`src/rtl/core_pkg.sv`:
```
// Shared core definitions: fetch sequencer states, halt encoding, reset PC, datapath width.
package core_pkg;

    localparam int unsigned XLEN     = 64;
    localparam int unsigned RETIRE_W = 64;

    localparam logic [63:0] RESET_PC  = 64'h0000_0000_8000_0000;
    localparam logic [31:0] INST_HALT = 32'h0000_0000;

    typedef enum logic [2:0] {
        ST_IDLE,
        ST_REQ,
        ST_WAIT,
        ST_EXEC,
        ST_HALT
    } state_t;

endpackage

```
`src/rtl/fetch_seq_ctrl.sv`:
```
// Multi-cycle fetch/execute sequencer: owns the PC, drives the imem port,
// presents one instruction at a time and gates regfile writes to the commit cycle.
module fetch_seq_ctrl
    import core_pkg::state_t, core_pkg::ST_IDLE, core_pkg::ST_REQ, core_pkg::ST_WAIT,
           core_pkg::ST_EXEC, core_pkg::ST_HALT, core_pkg::INST_HALT;
#(
    parameter int unsigned      XLEN     = core_pkg::XLEN,
    parameter logic [XLEN-1:0]  RESET_PC = XLEN'(core_pkg::RESET_PC),
    parameter int unsigned      RETIRE_W = core_pkg::RETIRE_W
) (
    input  logic                clk,
    input  logic                rst_n,
    input  logic                start,
    output logic                imem_req_valid,
    input  logic                imem_req_ready,
    output logic [XLEN-1:0]     imem_req_addr,
    input  logic                imem_resp_valid,
    input  logic [31:0]         imem_resp_data,
    output logic                exec_valid,
    output logic [31:0]         exec_inst,
    output logic [XLEN-1:0]     exec_pc,
    input  logic                exec_done,
    input  logic                exec_br_taken,
    input  logic [XLEN-1:0]     exec_br_target,
    output logic                rf_we_gate,
    output logic                halted,
    output logic                err_misalign,
    output logic [RETIRE_W-1:0] retire_cnt
);

    state_t              state, state_next;
    logic [XLEN-1:0]     pc, pc_next;
    logic [31:0]         inst_next;
    logic [XLEN-1:0]     epc_next;
    logic [RETIRE_W-1:0] retire_next;
    logic                err_next;

    // The fetch address is the architectural PC itself.
    assign imem_req_addr = pc;

    // State, PC, latched instruction, counters and state-decoded handshake flags.
    always_ff @(posedge clk or negedge rst_n) begin
        if (!rst_n) begin
            state          <= ST_IDLE;
            pc             <= RESET_PC;
            exec_inst      <= '0;
            exec_pc        <= '0;
            retire_cnt     <= '0;
            err_misalign   <= 1'b0;
            imem_req_valid <= 1'b0;
            exec_valid     <= 1'b0;
            halted         <= 1'b0;
        end else begin
            state          <= state_next;
            pc             <= pc_next;
            exec_inst      <= inst_next;
            exec_pc        <= epc_next;
            retire_cnt     <= retire_next;
            err_misalign   <= err_next;
            imem_req_valid <= (state_next == ST_REQ);
            exec_valid     <= (state_next == ST_EXEC);
            halted         <= (state_next == ST_HALT);
        end
    end

    // Next-state logic; rf_we_gate is combinational so it lines up with exec_done.
    always_comb begin
        state_next  = state;
        pc_next     = pc;
        inst_next   = exec_inst;
        epc_next    = exec_pc;
        retire_next = retire_cnt;
        err_next    = err_misalign;
        rf_we_gate  = 1'b0;

        case (state)
            ST_IDLE: begin
                if (start) begin
                    state_next = ST_REQ;
                end
            end

            ST_REQ: begin
                if (imem_req_ready) begin
                    state_next = ST_WAIT;
                end
            end

            ST_WAIT: begin
                if (imem_resp_valid) begin
                    inst_next = imem_resp_data;
                    epc_next  = pc;
                    if (imem_resp_data == INST_HALT) begin
                        state_next = ST_HALT;
                    end else begin
                        state_next = ST_EXEC;
                    end
                end
            end

            ST_EXEC: begin
                if (exec_done) begin
                    rf_we_gate  = 1'b1;
                    retire_next = retire_cnt + RETIRE_W'(1);
                    // A word-misaligned redirect still writes the link, then stops the core.
                    if (exec_br_taken && exec_br_target[1]) begin
                        err_next   = 1'b1;
                        state_next = ST_HALT;
                    end else begin
                        pc_next    = exec_br_taken ? exec_br_target : pc + XLEN'(4);
                        state_next = ST_REQ;
                    end
                end
            end

            ST_HALT: begin
                state_next = ST_HALT;
            end

            default: begin
                state_next = ST_IDLE;
            end
        endcase
    end

endmodule

```
`config.mk`:
```
export PLATFORM = sky130hd
export DESIGN_NAME = fetch_seq_ctrl
export DESIGN_NICKNAME = d
export VERILOG_FILES = /design/src/rtl/core_pkg.sv /design/src/rtl/fetch_seq_ctrl.sv
export SDC_FILE = /design/constraint.sdc
export NUM_CORES = 1
export LEC_CHECK = 0
export CAP_MARGIN = 5
export CORE_ASPECT_RATIO = 1.25
export CORE_MARGIN = 8
export CORE_UTILIZATION = 48
export DETAILED_ROUTE_END_ITERATION = 8
export MAX_ROUTING_LAYER = met4
export PLACE_DENSITY_LB_ADDON = 0.05
export SYNTH_ARGS = -nofsm -noshare
export SYNTH_HDL_FRONTEND = slang
export SYNTH_SLANG_ARGS = --single-unit
```
`constraint.sdc`:
```
create_clock -name clk -period 2.65 [get_ports clk]
set_input_delay 0.795 -clock clk [delete_from_list [all_inputs] [get_ports clk]]
set_output_delay 0.795 -clock clk [all_outputs]
set_load 0.1 [all_outputs]
```
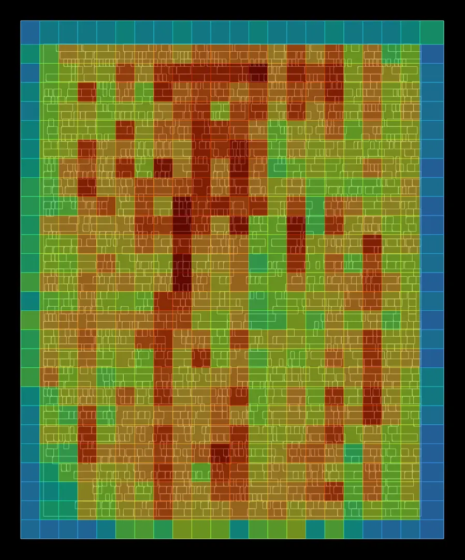
*Track usage over the die, run 1*
wire length per cell: 19.18 µm
grt met2 use: 43.46%

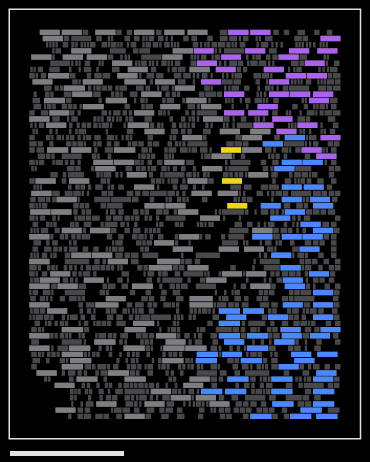
*Sequential cells grouped by signal name, run 1*
Bar = 50 µm. Other sequential cells in the stronger gray, the rest of the logic in the fainter gray.
- yellow: state (placed flops 3)
- purple: exec_inst (placed flops 32; where top right)
- blue: retire_cnt (placed flops 64)
- not colored: 132

==> changes_impl.md, run 1 <==
## Implementation

- Antenna-violating nets left: 0
- Achievable Freq: 408.0 MHz
- Main synth FF type: dfrtp_1
- Clock-cell share: under 10%
- Maximum vdd drop: 0.8979 mV
- Worst slew pin tran: 519.6 ps
- Syn avg cell area: 8.894 µm²
- Count of non-CTS inverters in the layout: 40
- P_comb: between 10 and 15 mW
- Registers, synthesis: 231
- Non-filler cells, final: 1947
- DP HPWL: 27550 µm
- Slew Limit Headroom: 65.36%
- Seq/total area: 36.89%
- Crit start category: input port
- CTS root buf: clkbuf_16
- Total grt overflow: 0
- Bufs w/o clock: roughly 410
- Yosys Chip Area: between 10000 and 15000 µm²
- Power density cells: 1200 nW/µm²
- IO Count: 332
- Largest net degree at the start of global routing: 64
- Pre-CTS setup slack: -233.6 ps
- Int Power: 8.715 mW
- Vias/cell: roughly 5.6
- Top cells by area: dfrtp_1, nand2_1, a21oi_1, xnor2_1, nor3_1
- CP top delay family: buffers and inverters
- Outcome: complete, no violations
- Top non-seq family: simple AND/OR/NAND/NOR gates
- FF-to-FF setup slack: ~250 ps
- Logic share of the area: 32.51%
- Post-CTS Resized: 1
- GPL Wtd Cong: 0.8768
- Type of the most critical hold path: input port to asynchronous set/reset pin
- Crit path depth: 5
- Crit path DAT: between 1500 and 2000 ps
- FFs & Latches: 231
- Top cell area share: 50.68%
- Async S/R FF share, synth: 100.0%
- Register share after synthesis: 50.91%
- Ao+oa area frac: 11.09%
- Setup TNS: 0 ps
- DRC Markers: 0
- Layout cells sized above 1: 26.11%
- Main power group: combinational logic
- Cts bufs inserted: 25
- Clock Skews: 7.218 ps
- Worst-path clk slew: 60 ps
- Clock network power: 3.66 mW
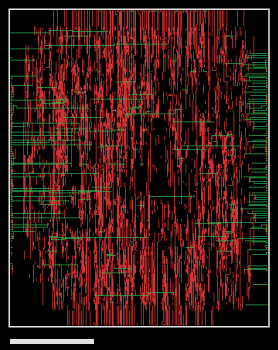
*Routed metal, one color a layer, run 1*
Bar = 50 µm. Only two layers are drawn.
- red: met2 (wire length 18400 µm)
- green: met3 (wire length 2580 µm)

### Cell classes on the final placement, run 1

Bar = 50 µm. Fill, decap, tap and diode cells in gray.
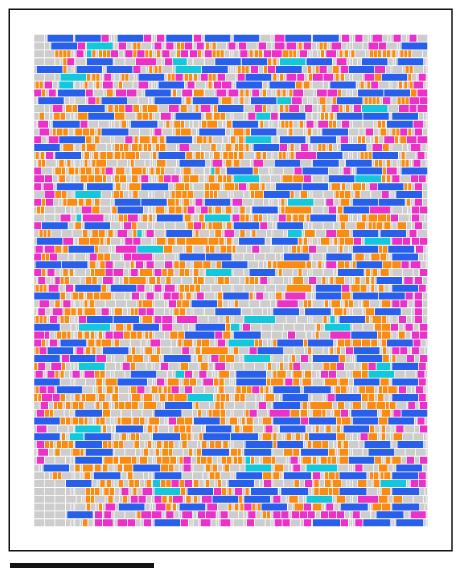

--- run 2 (diff from run 1) ---
TNS_END_PERCENT = 10   (was unset)
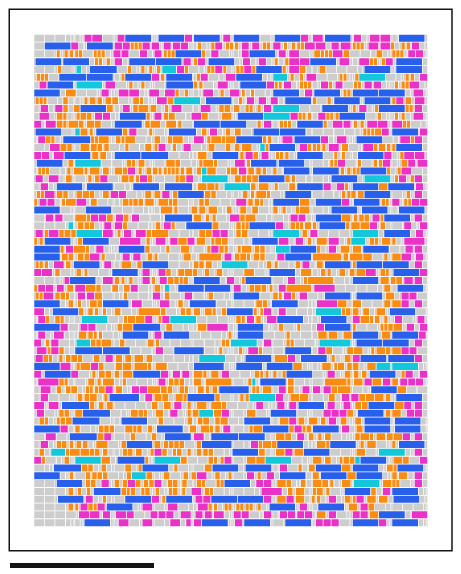
*Cell classes on the final placement, run 2*
Bar = 50 µm. Fill, decap, tap and diode cells in gray.
- magenta: other buffers and delay cells (cells 422; share of their area 23%)
- blue: flip-flops (cells 231; share of their area 38%)
- cyan: clock drivers and dummy loads (cells 43; share of their area 5.3%)
- orange: all other logic (cells 967; share of their area 34%)

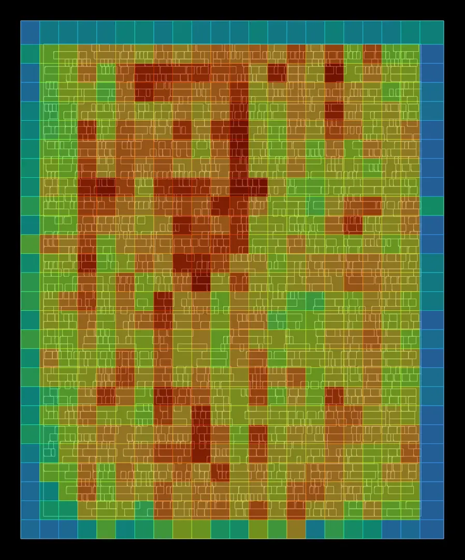
*Track usage over the die, run 2*
GRT Overall Usage: 26.02%
final core occ: 67.46%
GRT met1 Usage: 31.00%
GRT Max-Usage Layer: met2
M3 GR Usage: 5.942%

==> changes_impl.md, run 2 <==
## Implementation

- Count of non-CTS inverters in the layout: 40 (unchanged)
- Power density cells: 1192 nW/µm² (-0.72%)
- Top cells by area: dfrtp_1, nand2_1, a21oi_1, xnor2_1, nor3_1
- Yosys Chip Area: 11360 µm² (unchanged)
- Achievable Freq: 406.3 MHz (-0.42%)
- Crit path DAT: 1670 ps (about the same)
- Worst slew pin tran: 522.5 ps (+2.963 ps)
- Maximum vdd drop: 0.8505 mV (-5.3%)
- FF-to-FF setup slack: 240 ps (about the same)
- Registers, synthesis: 231 (unchanged)
- Antenna-violating nets left: 0 (unchanged)
- Total grt overflow: 0 (unchanged)
- Uppermost layer routed: met4
- Type of the most critical hold path: input port to asynchronous set/reset pin
- Clock Skews: 9.642 ps (+2.424 ps)
- Crit path depth: 5 (unchanged)
- FFs & Latches: 231 (unchanged)
- Cts bufs inserted: 25 (unchanged)
- Bufs w/o clock: 422 (+3.2%)
- Pre-CTS setup slack: -338.9 ps (-105.3 ps)
- IO Count: 332 (unchanged)
- Register share after synthesis: 50.91% (unchanged)
- Clock network power: 3.48 mW (-5%)
- Logic share of the area: 32.60% (+0.096 points)
- Seq/total area: 36.77% (-0.12 points)
- Largest net degree at the start of global routing: 98 (+53%)
- DRC Markers: 0 (unchanged)
- Main synth FF type: dfrtp_1
- Grt met2 use: 42.90% (-0.56 points)
- CP top delay family: buffers and inverters
- Vias/cell: 5.491 (-1.1%)
- CTS root buf: clkbuf_16
- Async S/R FF share, synth: 100.0% (unchanged)
- Top cell area share: 50.68% (unchanged)
- P_comb: 10.3 mW (about the same)
- Non-filler cells, final: 1961 (+0.72%)
- Clock-cell share: 5.164% (-0.29 points)
- Syn avg cell area: 8.894 µm² (unchanged)
- Yosys adder share: 0.2203%
- Ao+oa area frac: 11.09% (unchanged)
- Outcome: complete, no violations
- Wire length per cell: 18.94 µm (-1.3%)
- Top non-seq family: simple AND/OR/NAND/NOR gates
- Worst-path clk slew: 60 ps (about the same)
- Crit start category: input port
- Synth cell types: 60
- Worst setup slack after layout: 188.7 ps
- Setup TNS: 0 ps (unchanged)
Power figures rest on the tool's default switching activity, not on a simulated workload.
